<file path="config.mk">
export PLATFORM = sky130hd
export DESIGN_NAME = mem_burst_ctrl_flat
export DESIGN_NICKNAME = d
export VERILOG_FILES = /design/src/rtl/mem_burst_ctrl_if.sv /design/src/rtl/mem_burst_ctrl.sv /design/src/flat_wrapper.sv
export SDC_FILE = /design/constraint.sdc
export NUM_CORES = 1
export LEC_CHECK = 0
export CAP_MARGIN = 20
export CORE_ASPECT_RATIO = 0.7
export CORE_MARGIN = 5
export CORE_UTILIZATION = 46
export CTS_CLUSTER_SIZE = 25
export DETAILED_ROUTE_END_ITERATION = 12
export GPL_ROUTABILITY_DRIVEN = 1
export PLACE_DENSITY = 0.81
export SLEW_MARGIN = 20
export SYNTH_ARGS = -nofsm -noshare
export SYNTH_HDL_FRONTEND = slang
export SYNTH_SLANG_ARGS = --single-unit
</file>
<file path="constraint.sdc">
create_clock -name clk -period 1.7 [get_ports clk]
set_input_delay 0.255 -clock clk [delete_from_list [all_inputs] [get_ports clk]]
set_output_delay 0.255 -clock clk [all_outputs]
set_load 0.1 [all_outputs]
</file>
<file path="src/rtl/mem_burst_ctrl_if.sv">
// Command, memory-port and stream signals of mem_burst_ctrl.
// slave = controller view, master = command issuer / memory / consumer view.
interface mem_burst_ctrl_if #(
  parameter int DW = 16,
  parameter int AW = 5
);
  logic          cmd_valid;
  logic          cmd_ready;
  logic [1:0]    cmd_op;
  logic [AW-1:0] cmd_src;
  logic [AW-1:0] cmd_dst;
  logic [AW:0]   cmd_len;
  logic [DW-1:0] cmd_pattern;

  logic          mem_rd;
  logic [AW-1:0] mem_raddr;
  logic          mem_wr;
  logic [AW-1:0] mem_waddr;
  logic [DW-1:0] mem_wdata;
  logic [DW-1:0] mem_rdata;

  logic          rs_valid;
  logic [DW-1:0] rs_data;
  logic          rs_ready;

  logic          busy;
  logic          done;
  logic          err;

  modport slave (
    input  cmd_valid, cmd_op, cmd_src, cmd_dst, cmd_len, cmd_pattern,
    input  mem_rdata, rs_ready,
    output cmd_ready, mem_rd, mem_raddr, mem_wr, mem_waddr, mem_wdata,
    output rs_valid, rs_data, busy, done, err
  );

  modport master (
    output cmd_valid, cmd_op, cmd_src, cmd_dst, cmd_len, cmd_pattern,
    output mem_rdata, rs_ready,
    input  cmd_ready, mem_rd, mem_raddr, mem_wr, mem_waddr, mem_wdata,
    input  rs_valid, rs_data, busy, done, err
  );
endinterface

</file>
<file path="src/rtl/mem_burst_ctrl.sv">
// Burst engine (FILL / COPY / STREAM) driving a 16x32 full-duplex memory port.
// Define MEM_BURST_CTRL_VERIFY_EN to add read-back verification after every write.
module mem_burst_ctrl #(
  parameter int DW    = 16,
  parameter int AW    = 5,
  parameter int DEPTH = 32
) (
  input  logic clk,
  input  logic rst,
  mem_burst_ctrl_if.slave bus
);
  localparam logic [1:0] OP_FILL = 2'b00;
  localparam logic [1:0] OP_COPY = 2'b01;
  localparam logic [1:0] OP_STRM = 2'b10;
  localparam logic [1:0] OP_RSVD = 2'b11;
  localparam logic [AW:0] LEN_MAX = (AW+1)'(DEPTH);
  localparam logic [AW:0] LEN_ONE = (AW+1)'(1);

  typedef enum logic [3:0] {
    S_IDLE, S_FILL_WR, S_CPY_RD, S_CPY_WR, S_RS_RD, S_RS_CAP, S_RS_HOLD, S_DONE,
    S_VFY_RD, S_VFY_CMP
  } state_t;

  state_t        state, nxt;
  logic [AW-1:0] rptr, wptr;
  logic [AW:0]   cnt;
  logic [DW-1:0] pat;
  logic [DW-1:0] rs_q;
  logic          err_q;
  logic [AW:0]   len_sat;

`ifdef MEM_BURST_CTRL_VERIFY_EN
  logic [DW-1:0] wq;
  logic [AW-1:0] vaddr;
  logic [1:0]    op_q;
`endif

  assign len_sat = (bus.cmd_len > LEN_MAX) ? LEN_MAX : bus.cmd_len;

  always_ff @(posedge clk) begin
    if (rst) state <= S_IDLE;
    else     state <= nxt;
  end

  always_comb begin
    nxt = state;
    case (state)
      S_IDLE: if (bus.cmd_valid) begin
        if (bus.cmd_op == OP_RSVD || len_sat == '0) nxt = S_DONE;
        else if (bus.cmd_op == OP_FILL)             nxt = S_FILL_WR;
        else if (bus.cmd_op == OP_COPY)             nxt = S_CPY_RD;
        else                                        nxt = S_RS_RD;
      end
`ifdef MEM_BURST_CTRL_VERIFY_EN
      S_FILL_WR: nxt = S_VFY_RD;
      S_CPY_WR:  nxt = S_VFY_RD;
      S_VFY_RD:  nxt = S_VFY_CMP;
      S_VFY_CMP: begin
        if (cnt == '0)           nxt = S_DONE;
        else if (op_q == OP_FILL) nxt = S_FILL_WR;
        else                      nxt = S_CPY_RD;
      end
`else
      S_FILL_WR: nxt = (cnt == LEN_ONE) ? S_DONE : S_FILL_WR;
      S_CPY_WR:  nxt = (cnt == LEN_ONE) ? S_DONE : S_CPY_RD;
`endif
      S_CPY_RD:  nxt = S_CPY_WR;
      S_RS_RD:   nxt = S_RS_CAP;
      S_RS_CAP:  nxt = S_RS_HOLD;
      S_RS_HOLD: if (bus.rs_ready) nxt = (cnt == LEN_ONE) ? S_DONE : S_RS_RD;
      S_DONE:    nxt = S_IDLE;
      default:   nxt = S_IDLE;
    endcase
  end

  // Datapath registers; cnt counts words still to be written/delivered.
  always_ff @(posedge clk) begin
    if (rst) begin
      rptr  <= '0;
      wptr  <= '0;
      cnt   <= '0;
      pat   <= '0;
      rs_q  <= '0;
      err_q <= 1'b0;
`ifdef MEM_BURST_CTRL_VERIFY_EN
      wq    <= '0;
      vaddr <= '0;
      op_q  <= OP_FILL;
`endif
    end else begin
      case (state)
        S_IDLE: if (bus.cmd_valid) begin
          rptr  <= bus.cmd_src;
          wptr  <= bus.cmd_dst;
          cnt   <= len_sat;
          pat   <= bus.cmd_pattern;
          err_q <= (bus.cmd_op == OP_RSVD);
`ifdef MEM_BURST_CTRL_VERIFY_EN
          op_q  <= bus.cmd_op;
`endif
        end
        S_FILL_WR: begin
          wptr <= wptr + 1'b1;
          cnt  <= cnt - 1'b1;
`ifdef MEM_BURST_CTRL_VERIFY_EN
          wq    <= pat;
          vaddr <= wptr;
`endif
        end
        S_CPY_WR: begin
          wptr <= wptr + 1'b1;
          rptr <= rptr + 1'b1;
          cnt  <= cnt - 1'b1;
`ifdef MEM_BURST_CTRL_VERIFY_EN
          wq    <= bus.mem_rdata;
          vaddr <= wptr;
`endif
        end
        S_RS_CAP: begin
          rs_q <= bus.mem_rdata;
          rptr <= rptr + 1'b1;
        end
        S_RS_HOLD: if (bus.rs_ready) cnt <= cnt - 1'b1;
`ifdef MEM_BURST_CTRL_VERIFY_EN
        S_VFY_CMP: if (bus.mem_rdata != wq) err_q <= 1'b1;
`endif
        default: ;
      endcase
    end
  end

  // Outputs; reset forces the idle values combinationally so an in-flight
  // write is dropped on the reset cycle itself.
  always_comb begin
    bus.cmd_ready = 1'b0;
    bus.mem_rd    = 1'b1;
    bus.mem_raddr = '0;
    bus.mem_wr    = 1'b0;
    bus.mem_waddr = '0;
    bus.mem_wdata = '0;
    bus.rs_valid  = 1'b0;
    bus.rs_data   = '0;
    bus.busy      = 1'b0;
    bus.done      = 1'b0;
    bus.err       = 1'b0;
    if (!rst) begin
      bus.err       = err_q;
      bus.mem_raddr = rptr;
      case (state)
        S_IDLE: begin
          bus.cmd_ready = 1'b1;
          bus.mem_raddr = '0;
        end
        S_FILL_WR: begin
          bus.mem_rd    = 1'b0;
          bus.mem_wr    = 1'b1;
          bus.mem_waddr = wptr;
          bus.mem_wdata = pat;
          bus.busy      = 1'b1;
        end
        S_CPY_WR: begin
          bus.mem_rd    = 1'b0;
          bus.mem_wr    = 1'b1;
          bus.mem_waddr = wptr;
          bus.mem_wdata = bus.mem_rdata;
          bus.busy      = 1'b1;
        end
        S_RS_HOLD: begin
          bus.rs_valid = 1'b1;
          bus.rs_data  = rs_q;
          bus.busy     = 1'b1;
        end
`ifdef MEM_BURST_CTRL_VERIFY_EN
        S_VFY_RD: begin
          bus.mem_raddr = vaddr;
          bus.busy      = 1'b1;
        end
`endif
        S_DONE:  bus.done = 1'b1;
        default: bus.busy = 1'b1;
      endcase
    end
  end

  wire unused_op = (OP_STRM == 2'b10);
endmodule

</file>
<file path="src/flat_wrapper.sv">
// flat-port wrapper written by rule: the top's interface ports become plain ports
module mem_burst_ctrl_flat 
#(
  parameter int DW    = 16,
  parameter int AW    = 5,
  parameter int DEPTH = 32
)
  (clk, rst, bus_cmd_valid, bus_cmd_op, bus_cmd_src, bus_cmd_dst, bus_cmd_len, bus_cmd_pattern, bus_mem_rdata, bus_rs_ready, bus_cmd_ready, bus_mem_rd, bus_mem_raddr, bus_mem_wr, bus_mem_waddr, bus_mem_wdata, bus_rs_valid, bus_rs_data, bus_busy, bus_done, bus_err);
  mem_burst_ctrl_if #(.DW(DW), .AW(AW)) bus_i ();
  input  logic clk;
  input  logic rst;
  input wire logic [$bits(bus_i.cmd_valid)-1:0] bus_cmd_valid;
  input wire logic [$bits(bus_i.cmd_op)-1:0] bus_cmd_op;
  input wire logic [$bits(bus_i.cmd_src)-1:0] bus_cmd_src;
  input wire logic [$bits(bus_i.cmd_dst)-1:0] bus_cmd_dst;
  input wire logic [$bits(bus_i.cmd_len)-1:0] bus_cmd_len;
  input wire logic [$bits(bus_i.cmd_pattern)-1:0] bus_cmd_pattern;
  input wire logic [$bits(bus_i.mem_rdata)-1:0] bus_mem_rdata;
  input wire logic [$bits(bus_i.rs_ready)-1:0] bus_rs_ready;
  output wire logic [$bits(bus_i.cmd_ready)-1:0] bus_cmd_ready;
  output wire logic [$bits(bus_i.mem_rd)-1:0] bus_mem_rd;
  output wire logic [$bits(bus_i.mem_raddr)-1:0] bus_mem_raddr;
  output wire logic [$bits(bus_i.mem_wr)-1:0] bus_mem_wr;
  output wire logic [$bits(bus_i.mem_waddr)-1:0] bus_mem_waddr;
  output wire logic [$bits(bus_i.mem_wdata)-1:0] bus_mem_wdata;
  output wire logic [$bits(bus_i.rs_valid)-1:0] bus_rs_valid;
  output wire logic [$bits(bus_i.rs_data)-1:0] bus_rs_data;
  output wire logic [$bits(bus_i.busy)-1:0] bus_busy;
  output wire logic [$bits(bus_i.done)-1:0] bus_done;
  output wire logic [$bits(bus_i.err)-1:0] bus_err;
  assign bus_i.cmd_valid = bus_cmd_valid;
  assign bus_i.cmd_op = bus_cmd_op;
  assign bus_i.cmd_src = bus_cmd_src;
  assign bus_i.cmd_dst = bus_cmd_dst;
  assign bus_i.cmd_len = bus_cmd_len;
  assign bus_i.cmd_pattern = bus_cmd_pattern;
  assign bus_i.mem_rdata = bus_mem_rdata;
  assign bus_i.rs_ready = bus_rs_ready;
  assign bus_cmd_ready = bus_i.cmd_ready;
  assign bus_mem_rd = bus_i.mem_rd;
  assign bus_mem_raddr = bus_i.mem_raddr;
  assign bus_mem_wr = bus_i.mem_wr;
  assign bus_mem_waddr = bus_i.mem_waddr;
  assign bus_mem_wdata = bus_i.mem_wdata;
  assign bus_rs_valid = bus_i.rs_valid;
  assign bus_rs_data = bus_i.rs_data;
  assign bus_busy = bus_i.busy;
  assign bus_done = bus_i.done;
  assign bus_err = bus_i.err;
  mem_burst_ctrl #(.DW(DW), .AW(AW), .DEPTH(DEPTH)) u_core (.clk(clk), .rst(rst), .bus(bus_i));
endmodule
</file>
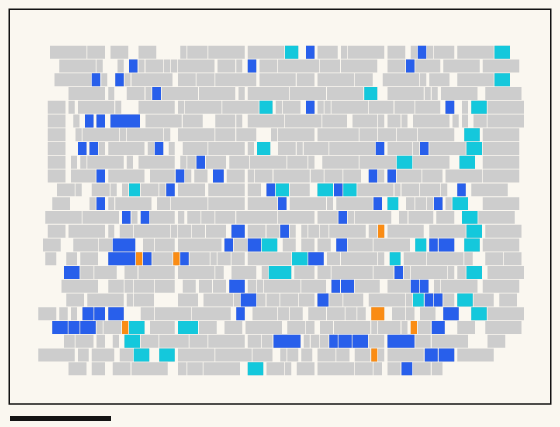
(images/logic_types.png)
The bar under the picture is 20 microns long.
[orange] inv cells | cells: 7
[blue] aoi and oai cells | cells: 75 | where: spread over the die
[cyan] and/or cells | cells: 35 | where: spread over the die
Finished Layout Cells: 597
share of the final layout cell area in multi-input gates: 40.1%
most common cell after layout, fill and taps aside: nand2_1

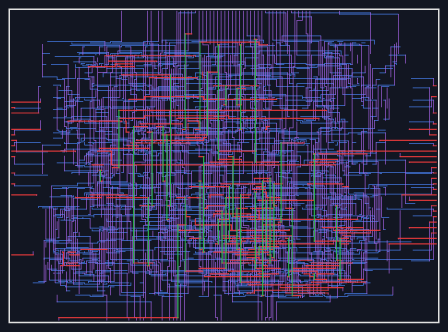
(images/wires.png)
[red] metal 3 | wire length: 1310 microns
[green] metal 4 | wire length: 683 microns
[blue] metal 1 | wire length: 5080 microns
[purple] metal 2 | wire length: 6510 microns

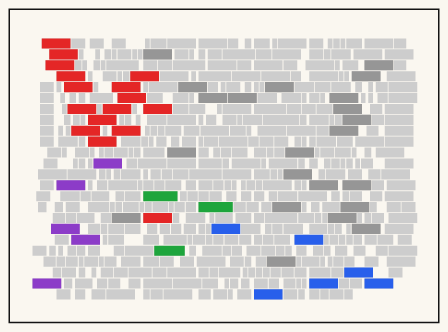
(images/flops_by_reg.png)
Other sequential cells in the stronger grey, the rest of the logic in the fainter grey.
[purple] `u_core.rptr` | placed flops: 5
[red] `u_core.pat` | placed flops: 16
[green] `u_core.state` | placed flops: 3
[blue] `u_core.cnt` | placed flops: 6

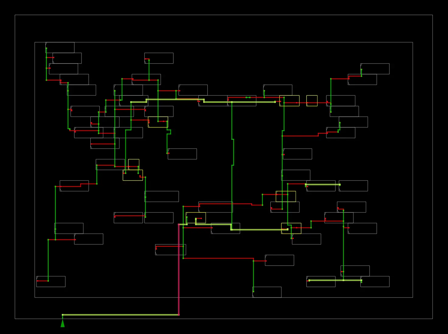
(images/clocks.png)
Clk Latency, worst-skew pair: 0.34 ns
# clk buffers: 6
Inserted Clock Buffers: 5
number of sinks driven by the clock tree: 52
Clock Power: 0.799 mW

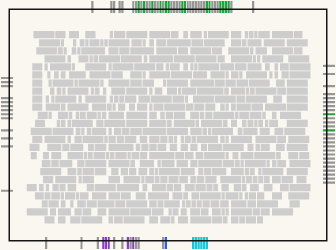
(images/io_placement.png)
Pins as bars across the die edge, other pins in grey.
[cyan] `bus_cmd_len` | pins: 6 | direction: input | edge: bottom
[purple] `bus_mem_raddr` | pins: 5 | direction: output | edge: bottom
[blue] `bus_rs_ready` | pins: 1 | direction: input | edge: bottom
[green] `bus_mem_rdata` | pins: 16 | direction: input | edge: 14 top, 2 right
all pins by edge: 43 top, 26 right, 21 bottom, 13 left

==> registers in the layout, summed over array words and instances, names as in the netlist <==
signal	count
u_core.rs_q	16
u_core.cnt	6
u_core.err_q	1
u_core.state	3
u_core.rptr	5
u_core.pat	16
u_core.wptr	5
==> worst max-delay path, delay by kind of cell, from the launching register on <==
| family | cells | cell delay, ns |
|---|---|---|
| AND/OR/NAND/NOR | 3 | 0.58 |
| flip-flops | 1 | 0.39 |
| buffers and inverters | 2 | 0.32 |
==> timing repair <==
item | in CTS | in global routing
pin swaps | 2 | 17
hold buffers | 0 | 0
buffers inserted | 8 | 5
setup endpoints to repair | 48 | 56
resized | 26 | 34
cloned | 0 | 1
==> through the flow <==
stage,hold WS (ns),instances,TNS (ns),worst slack [ns]
floorplan,0.391,390,-4.45,-0.292
global placement,0.437,575,-0.117,-0.0628
detailed placement,0.443,575,-0.708,-0.144
CTS,0.281,591,-3.49,-0.132
global route,0.310,597,-8.56,-0.246
finish,0.331,597,-6.47,-0.195
==> layout make-up <==
| type | count | share of cell area (%) |
|---|---|---|
| flip-flops and latches | 52 | 19.2 |
| repair buffers | 150 | 36.6 |
| clock inverters | 2 | 0.274 |
| inverters | 7 | 0.549 |
| multi-input cells | 302 | 40.1 |
| well taps | 78 | 1.78 |
| clock buffers | 6 | 1.51 |
==> cell usage after synthesis, drive strengths merged, types with 2 or more instances <==
cell type  instances  area (sq um)
a2111oi            2          25.0
a211oi             3          22.5
a21o               4          30.0
a21oi             42           214
a221oi             2          23.8
a311oi             2          17.5
a31oi              7          43.8
and2              30           188
and3b              2          21.3
buf               19           141
clkbuf            10          37.5
dfxtp             52          1040
ha                 4          50.1
inv                7          26.3
mux2i             19           190
nand2             77           289
nand2b             9          63.8
nand3             10          50.1
nand3b             2          15.0
nor2              30           120
nor2b              8          50.1
nor3              14          70.1
nor3b              2          15.0
o211ai             3          22.5
o21ai              5          25.0
o22a               3          26.3
o32ai              5          43.8
or2                2          12.5
xor2               3          26.3
==> worst paths after layout <==
kind / startpoint / to / slack, ns / depth (start not counted)
hold / removal: rst / u_core.rs_q[3]$_SDFFE_PP0P_ / 0.33 / 2
setup reg to reg: u_core.state[1]$_SDFFE_PP0P_ / u_core.cnt[3]$_SDFFE_PP0P_ / -0.17 / 6
hold reg to reg: u_core.rs_q[14]$_SDFFE_PP0P_ / u_core.rs_q[14]$_SDFFE_PP0P_ / 0.46 / 2
setup / recovery: u_core.state[0]$_SDFFE_PP0P_ / bus_rs_data[15] / -0.20 / 5
==> cell families (layout without fill, tap and decap cells) <==
group | after synthesis | after routing
compound gates | 86 | 86
xor+xnor | 3 | 3
fa+ha+maj | 4 | 4
buf+inv | 36 | 165
flops | 52 | 52
mux | 20 | 20
simple gates | 189 | 189
==> power groups by stage <==
stage / clock network (mW) / logic [mW] / registers, mW
floorplan: 0 / 1.62 / 1.50
global placement: 0 / 2.28 / 1.56
detailed placement: 0 / 2.35 / 1.57
CTS: 0.766 / 2.51 / 1.55
global route: 0.847 / 3.03 / 1.61
finish: 0.799 / 2.91 / 1.60
==> results.txt <==
run metrics: run status finished, violations left, violations in the final reports setup timing, final worst clock skew 0.0187 ns, Post-layout nets 576, routing usage on met2 45.7%, Via Count 3772, Comb power frac 54.8%, cell area after synthesis 3010 sq um, number of synthesis warnings 0, register share of total power 30.1%, Worst Path Class, Setup reg -> out, Critical Path Sink Type output port, startpoint type of the worst setup path flip-flop, number of levels in the clock H-tree 2, net switching power 2.31 mW, total of fill cells in the finished design 302, Simple-Gate Fraction of Synth Area 30.4%, final instance area 5470 sq um, Post-synth mux share 6.69%, compound-cell area share of the yosys netlist 19.0%, register bit count reported by yosys 52, number of port buffers 102, number of distinct library cells after synthesis 49, worst slew margin relative to its limit 63.7%, peak supply drop 0.706 mV, diode count 0, highest layer used for signal routing met4, number of global-route vias before repair 3433, synthesis area per yosys 3010 sq um, CP max FO 17, post-layout period usage of the worst path 111%, clock edge transition at the registers on the reported setup and hold paths 0.12 ns, Vias/cell 6.32, final standard cell utilization of the core 86.8%, total met2 wirelength after detailed routing 6.51 mm, maximum capacitance violations 0, ordered cell list for the critical path nand3b_1, nor2_4, buf_12, and2_2, buf_12, overall die width 107 microns, proportion of power drawn by the clock network 15.1%, die area 8290 sq um, dominant non-sequential cell family after synthesis simple AND/OR/NAND/NOR gates, area used by multi-input combinational logic 2200 sq um, per-instance average area after synthesis 7.73 sq um, Detail Placement HPWL 7.93 mm, maximum number of pins on one net before global-route repair 24, total congestion overflow 0, global-route track usage on met3 3.90%, P per Cell Area 969 nW/um^2, Max stage delay cell, worst path dfxtp_4, power after layout 5.31 mW, placeable core region 6310 sq um, number of nets produced by synthesis 448, Async S/R FF share, synth 0%, minimum period implied by the final worst setup slack 1.90 ns, Crit path required time 1.44 ns, buffer depth of the longest clock path 2, remaining antenna violation count after routing 0, global routing's busiest layer met2, Top-Level Pins 103, routed length on met3 1.31 mm, Overall Global Routing Usage 26.7%, first drt pass iteration count 6, proportion of layout cells with a drive suffix above 1 37.6%, post-synthesis share of cell area spent on full adders, half adders and majority gates 1.66%, Detailed Route WL 13.6 mm, initial antenna violation count 0, fmax 528 MHz, Cell Rows 24, RePlAce Congestion 0.884, biggest cell delay along the critical path 0.39 ns, P_leak 2.03 nW, part of the Yosys area used for sequential elements 34.6%, number of enable flip-flop cells 0, wire length of the first global-routing pass 17.8 mm, # Cells Yosys 390, number of hold-slack violations in the final timing report 0, final count of negative-setup-slack endpoints 55, net switching fraction of the power 43.5%, stage-log warning count 30, met1 track demand over resource 35.0%, measured slew at the worst slew-check pin 0.537 ns, number of remaining DRC errors 0, final setup margin -0.195 ns, Routed wire per std cell 22.7 microns, fraction of synthesized cell area in xor and xnor cells 0.872%, TritonCTS clock tree built, clock root buffer clkbuf_8, Cells after Synth 390, RSZ-0062 raised after global routing true, area growth from synthesis to layout 81.6%, final count of pins violating max slew 0, post-detailed-placement cell area 4970 sq um, Synth Flop Type dfxtp_1, number of DRC markers after the initial detailed-route iteration 371, crit path DAT 1.64 ns, Power Internal 3.00 mW, most common logic cells in the final layout nand2_1 (77), buf_12 (55), clkdlybuf4s50_1 (52), wire length on met1 5.08 mm, kind of path behind the tightest hold check in -> reg, most repeated library cell on the critical path buf_12, chip height 77.7 microns, pre-placement core utilization 47.8%, sequential cell area 1050 sq um
Power is estimated from default activity; no workload was simulated.
